## src/rtl/demux4_reg.sv

```systemverilog
// demux4_reg: registered 1-to-4 demultiplexer with per-channel full flags,
// read strobes and a sticky overflow flag.
// Optional build macro DEMUX4_AUTOINC_EN: an internal 2-bit pointer picks the
// target channel and advances after every accepted write; Controlador is ignored.

// One holding register plus its full flag (VAZIO/CHEIO state).
module demux4_chan #(
  parameter int W = 8
) (
  input  logic         clk,
  input  logic         rst,
  input  logic         wr,    // write strobe already steered to this channel
  input  logic         rd,    // read/acknowledge strobe for this channel
  input  logic [W-1:0] din,
  output logic [W-1:0] dout,
  output logic         full,
  output logic         rej    // write refused: channel full and not drained this cycle
);
  logic [W-1:0] data_q, data_d;
  logic         full_q, full_d;

  // Read clears the flag; an accepted write reloads data and wins over the read.
  always_comb begin
    data_d = data_q;
    full_d = full_q;
    if (rd) full_d = 1'b0;
    if (wr && (!full_q || rd)) begin
      data_d = din;
      full_d = 1'b1;
    end
  end

  // Channel state, cleared asynchronously.
  always_ff @(posedge clk or posedge rst) begin
    if (rst) begin
      data_q <= '0;
      full_q <= 1'b0;
    end else begin
      data_q <= data_d;
      full_q <= full_d;
    end
  end

  assign dout = data_q;
  assign full = full_q;
  assign rej  = wr && full_q && !rd;
endmodule

module demux4_reg #(
  parameter int LARGURA = 8
) (
  input  logic               Clock,
  input  logic               Reset,
  input  logic [1:0]         Controlador,
  input  logic [LARGURA-1:0] Entrada,
  input  logic               Escrever,
  input  logic [3:0]         Ler,
  output logic [LARGURA-1:0] Saida1,
  output logic [LARGURA-1:0] Saida2,
  output logic [LARGURA-1:0] Saida3,
  output logic [LARGURA-1:0] Saida4,
  output logic [3:0]         Cheio,
  output logic               Erro,
  output logic [1:0]         Ponteiro
);
  logic [1:0]              tgt;
  logic [3:0]              wr_sel;
  logic [3:0]              rej;
  logic [3:0][LARGURA-1:0] dout;
  logic                    erro_q, erro_d;

`ifdef DEMUX4_AUTOINC_EN
  logic [1:0] ptr_q, ptr_d;
  logic       unused_ctrl;
  assign unused_ctrl = ^Controlador;
  assign tgt         = ptr_q;

  // Pointer advances only on an accepted write; 2-bit width gives the 3->0 wrap.
  always_comb begin
    ptr_d = ptr_q;
    if (Escrever && !rej[ptr_q]) ptr_d = ptr_q + 2'd1;
  end

  // Target pointer register.
  always_ff @(posedge Clock or posedge Reset) begin
    if (Reset) ptr_q <= 2'd0;
    else       ptr_q <= ptr_d;
  end
`else
  assign tgt = Controlador;
`endif

  assign Ponteiro = tgt;

  // Steer the write strobe to the selected channel only.
  always_comb begin
    wr_sel      = 4'b0000;
    wr_sel[tgt] = Escrever;
  end

  genvar i;
  generate
    for (i = 0; i < 4; i++) begin : g_chan
      demux4_chan #(.W(LARGURA)) u_chan (
        .clk  (Clock),
        .rst  (Reset),
        .wr   (wr_sel[i]),
        .rd   (Ler[i]),
        .din  (Entrada),
        .dout (dout[i]),
        .full (Cheio[i]),
        .rej  (rej[i])
      );
    end
  endgenerate

  // Overflow flag is sticky until reset.
  always_comb begin
    erro_d = erro_q | (|rej);
  end

  // Overflow flag register.
  always_ff @(posedge Clock or posedge Reset) begin
    if (Reset) erro_q <= 1'b0;
    else       erro_q <= erro_d;
  end

  assign Erro   = erro_q;
  assign Saida1 = dout[0];
  assign Saida2 = dout[1];
  assign Saida3 = dout[2];
  assign Saida4 = dout[3];
endmodule

```

## config.mk

```make
export PLATFORM = sky130hd
export DESIGN_NAME = demux4_reg
export DESIGN_NICKNAME = d
export VERILOG_FILES = /design/src/rtl/demux4_reg.sv
export SDC_FILE = /design/constraint.sdc
export NUM_CORES = 1
export LEC_CHECK = 0
export CELL_PAD_IN_SITES_DETAIL_PLACEMENT = 0
export CELL_PAD_IN_SITES_GLOBAL_PLACEMENT = 1
export CORE_UTILIZATION = 37
export DETAILED_ROUTE_END_ITERATION = 6
export PLACE_DENSITY_LB_ADDON = 0.12
export REMOVE_ABC_BUFFERS = 1
export SYNTH_ARGS = -nofsm -noshare
export SYNTH_HDL_FRONTEND = slang
export SYNTH_SLANG_ARGS = --single-unit
```

## constraint.sdc

```tcl
create_clock -name Clock -period 2.3 [get_ports Clock]
set_input_delay 0.345 -clock Clock [delete_from_list [all_inputs] [get_ports Clock]]
set_output_delay 0.345 -clock Clock [all_outputs]
set_load 0.02 [all_outputs]
```

**Run 1: signal metal coverage by tile**

Bar = 20 µm. 13 x 13 tiles, from black (low) to pale yellow (high), scaled to the fullest tile. Values are wire area over tile area, all layers added.
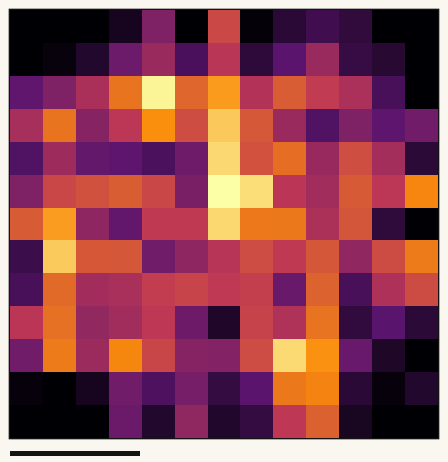
emptiest ninth of the die: north-east
nearly empty tiles: 12%
fullest tile: 0.28
tiles over half the peak: 35%
via count: 978
gr usage total: 15.3%
routed wire length: 2.97 mm

**Run 1: wiring by layer**

Bar = 20 µm. Two of the layers only.
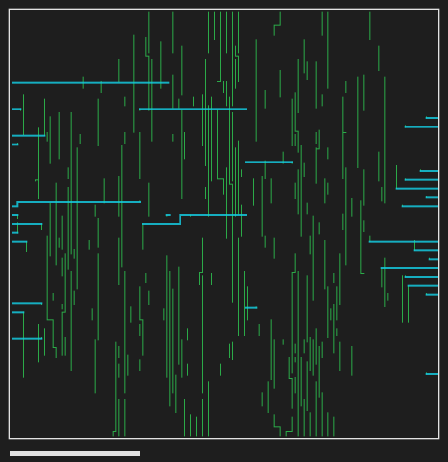
| layer | colour | wire length |
|---|---|---|
| met2 | green | 1400 µm |
| met3 | cyan | 174 µm |

==> metrics.yaml, run 1 <==
outcome: "completed"
layout-drive-gt1-share_pct: 29.6
cts_resized: 0
port_buffers: 55
cts_max_level: 2
ys_cells: 99
max-clock-path-buffers: 2
initial_core_util_pct: 39.8
hp-class: "input port to asynchronous set/reset pin"
via_per_inst: 4.72
clock_latency_ns: 0.28
flops: 37
setup_viol: 0
syn_to_final_growth_pct: 44.6
coreArea_mm2: 0.00380
p_per_area_mw_per_mm2: 875
finalHoldViolCount: 0
largest_cell_class: "flip-flops and latches"
nonClkBufAreaFrac_pct: 27.6
clock.fmax_mhz: 540
antenna_found_initial: 0
nWellTaps: 48
clkbuf_count: 6
path_max_fanout: 5
num_io_pins: 56
dp_hpwl_mm: 2.16
**Run 1: placement by cell class**

Fill, decap, tap and diode cells in grey.
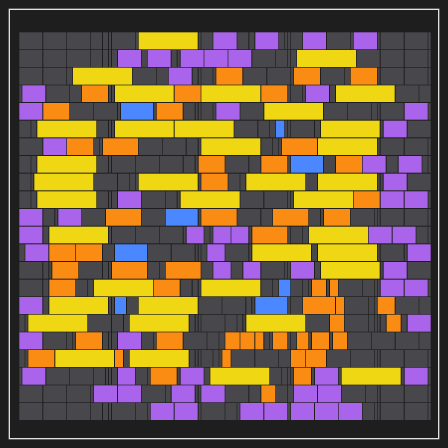
| class | colour | cells | share of their area |
|---|---|---|---|
| all other logic | orange | 52 | 24% |
| flip-flops | yellow | 37 | 44% |
| other buffers and delay cells | purple | 62 | 28% |
| clock drivers and dummy loads | blue | 8 | 3.9% |

run 1: stage by stage:
step	instance area, µm²	std cells
6_report	2190	207
5_1_grt	2190	207
4_1_cts	2190	207
3_5_place_dp	2100	199
3_3_place_gp	2100	199
2_1_floorplan	1440	89
run 1: per-layer routing:
layer	up-vias	GRT usage [%]	part of all wire, %
li1	447	-	-
met1	493	19.6	45
met2	32	23.3	47
met3	6	5.52	5.9
met4	0	6.38	1.7
met5	-	0	0
run 1: kinds of logic (layout without fill, tap and decap cells):
family | Yosys count | after routing | share of synthesized area (%)
multiplexers | 32 | 32 | 25.8
AND-OR/OR-AND | 2 | 2 | 0.827
flip-flops | 37 | 37 | 61.2
buffers and inverters | 11 | 71 | 4.96
AND/OR/NAND/NOR | 17 | 17 | 7.20
run 1: cells in the mapped netlist (all sizes together):
cell    number  area (µm²)
nor2b        3        18.8
inv          1        3.75
nand2b       4        32.5
mux2        32         390
or3b         1        8.76
or3          1        6.26
nand2        4        15.0
dfrtp       37         926
nand3b       2        15.0
or2b         1        7.51
buf         10        71.3
o22ai        2        12.5
nand3        1        5.00
run 1: final timing paths:
kind,start,cells after the start,end,slack [ns]
setup / recovery,Controlador[1],2,Ponteiro[1],0.45
hold / removal,Reset,3,g_chan[1].u_chan.dout[2],0.47
setup reg to reg,g_chan[2].u_chan.full,4,g_chan[2].u_chan.dout[6],0.96
hold reg to reg,Erro,1,Erro,0.48
max in group asynchronous,Reset,3,g_chan[2].u_chan.full,1.50
min in group Clock,Erro,1,Erro,0.48
run 1: registers in the layout, indices dropped and copies added, names as in the netlist:
signal / flops
g_chan.u_chan.dout: 32
g_chan.u_chan.full: 4
Erro: 1
run 1: report_power, final:
part	internal (µW)	total, µW	switching, µW
clock	210	431	222
combinational	358	638	280
sequential	777	845	67.9
total	1350	1910	569
**Run 1: sequential cells grouped by signal name**

Other sequential cells in the stronger grey, the rest of the logic in the fainter grey.
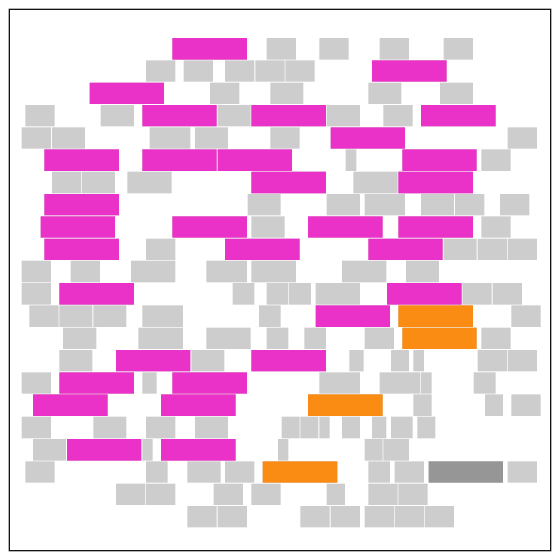

==> run 2, diff against run 1 <==
--- a/config.mk
+++ b/config.mk
@@ -7,7 +7,7 @@
 export LEC_CHECK = 0
 export CELL_PAD_IN_SITES_DETAIL_PLACEMENT = 0
 export CELL_PAD_IN_SITES_GLOBAL_PLACEMENT = 1
-export CORE_UTILIZATION = 37
+export CORE_UTILIZATION = 31
 export DETAILED_ROUTE_END_ITERATION = 6
 export PLACE_DENSITY_LB_ADDON = 0.12
 export REMOVE_ABC_BUFFERS = 1
==> constraint.sdc (replaced) <==
create_clock -name Clock -period 1.55 [get_ports Clock]
set_input_delay 0.2325 -clock Clock [delete_from_list [all_inputs] [get_ports Clock]]
set_output_delay 0.2325 -clock Clock [all_outputs]
set_load 0.02 [all_outputs]
**Run 2: sequential cells grouped by signal name**

Other sequential cells in the stronger grey, the rest of the logic in the fainter grey.
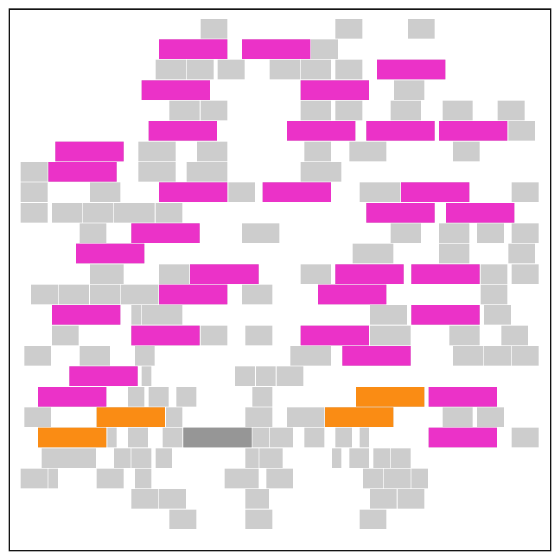
| signal | colour | placed flops |
|---|---|---|
| g_chan.u_chan.full | orange | 4 |
| g_chan.u_chan.dout | magenta | 32 |

**Run 2: signal metal coverage by tile**

Bar = 20 µm. 14 x 14 tiles, from black (low) to pale yellow (high), scaled to the fullest tile. Values are wire area over tile area, all layers added.
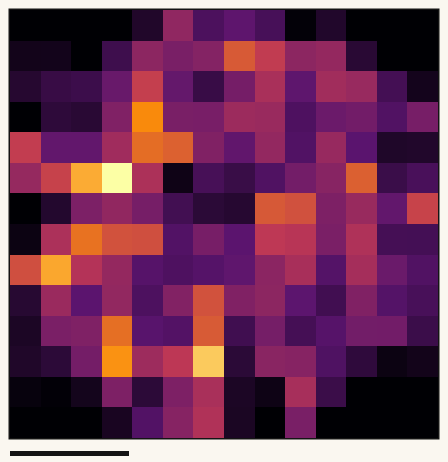
densest ninth of the die: west
emptiest ninth of the die: south-east
nearly empty tiles: 13%
tiles over half the peak: 13%
mean over tiles: 0.097

==> metrics.yaml, run 2 <==
clock_latency_ns: 0.28  # about the same
hp-class: "input port to asynchronous set/reset pin"
use_met1_pct: 18.9  # -0.67 points
antenna_found_initial: 0  # unchanged
instances_no_fill: 229  # +11%
fin_area_mm2: 0.00226  # +3.3%
vias: 974  # -0.41%
cts_max_level: 2  # unchanged
dr_wl_met3_um: 180  # +3.4%
top_layer: "met4"
synth.top_cell.area_share_pct: 61.2  # unchanged
ys_cells: 99  # unchanged
layout-drive-gt1-share_pct: 30.9  # +1.3 points
coreArea_mm2: 0.00472  # +24%
dp_cells: 222  # +12%
swShare_pct: 28.9  # -0.86 points
worstReg2RegStart: "g_chan[2].u_chan.full"
area_leaders: "dfrtp_1, mux2_2, mux2_4"
met2_length_mm: 1.45  # +3.1%
initial_core_util_pct: 32.0  # -7.8 points
gr-usage-met2_pct: 20.2  # -3.1 points
async_flop_share_pct: 100  # unchanged
p_per_area_mw_per_mm2: 1270  # +45%
synthFlopType: "dfrtp_1"
wl_met1_mm: 1.49  # +12%
yosys.cell_count.top_type: "dfrtp_1"
outcome: "completed"
finalHoldViolCount: 0  # unchanged
syn_to_final_growth_pct: 49.4
-- run 2: cell counts after synthesis --
Identical to the previous run, type by type.
-- run 2: area by class of cell --
type                    count  area, µm²
fillers                   414       2460
well taps                  67       83.8
repair buffers             66        648
flip-flops and latches     37        926
multi-input cells          51        512
inverters                   1       3.75
clock buffers               7       86.3
-- run 2: power by group through the flow --
stage	Clock, µW	Combinational [µW]	Sequential [µW]
final	659	965	1250
after global routing	723	1020	1280
after CTS	679	978	1250
after detailed placement	0	976	1270
after global placement	0	965	1270
after floorplan	0	230	1500
-- run 2: logic make-up (layout without fill, tap and decap cells) --
family          Yosys count  count (layout)  synth area share (%)
compound gates            2               2                 0.827
buf+inv                  11              74                  4.96
mux                      32              32                  25.8
flops                    37              37                  61.2
simple gates             17              17                  7.20
-- run 2: worst max path at each step --
| stage | start | endpoint | cells after the start |
|---|---|---|---|
| 2_1_floorplan | g_chan[3].u_chan.full | g_chan[3].u_chan.dout[0] | 3 |
| 3_3_place_gp | Controlador[1] | g_chan[0].u_chan.dout[1] | 4 |
| 3_5_place_dp | Controlador[1] | g_chan[0].u_chan.dout[3] | 4 |
| 4_1_cts | g_chan[0].u_chan.dout[3] | Saida1[3] | 1 |
| 5_1_grt | g_chan[0].u_chan.dout[0] | Saida1[0] | 1 |
| 6_report | g_chan[2].u_chan.dout[5] | Saida3[5] | 1 |
-- run 2: worst register-to-register path, cell delays in order, from the launching register on --
cell and delay (ns):
dfrtp_1 0.38, nand2b_1 0.11, nor2b_1 0.13, buf_4 0.20
mux2_2 0.36
-- run 2: repair_timing --
item / CTS / global route
endpoints found under the hold margin: 0 / 0
hold buffers: 0 / 0
resized: 2 / 2
setup endpoints to repair: 2 / 4
Power and IR drop assume default switching activity.
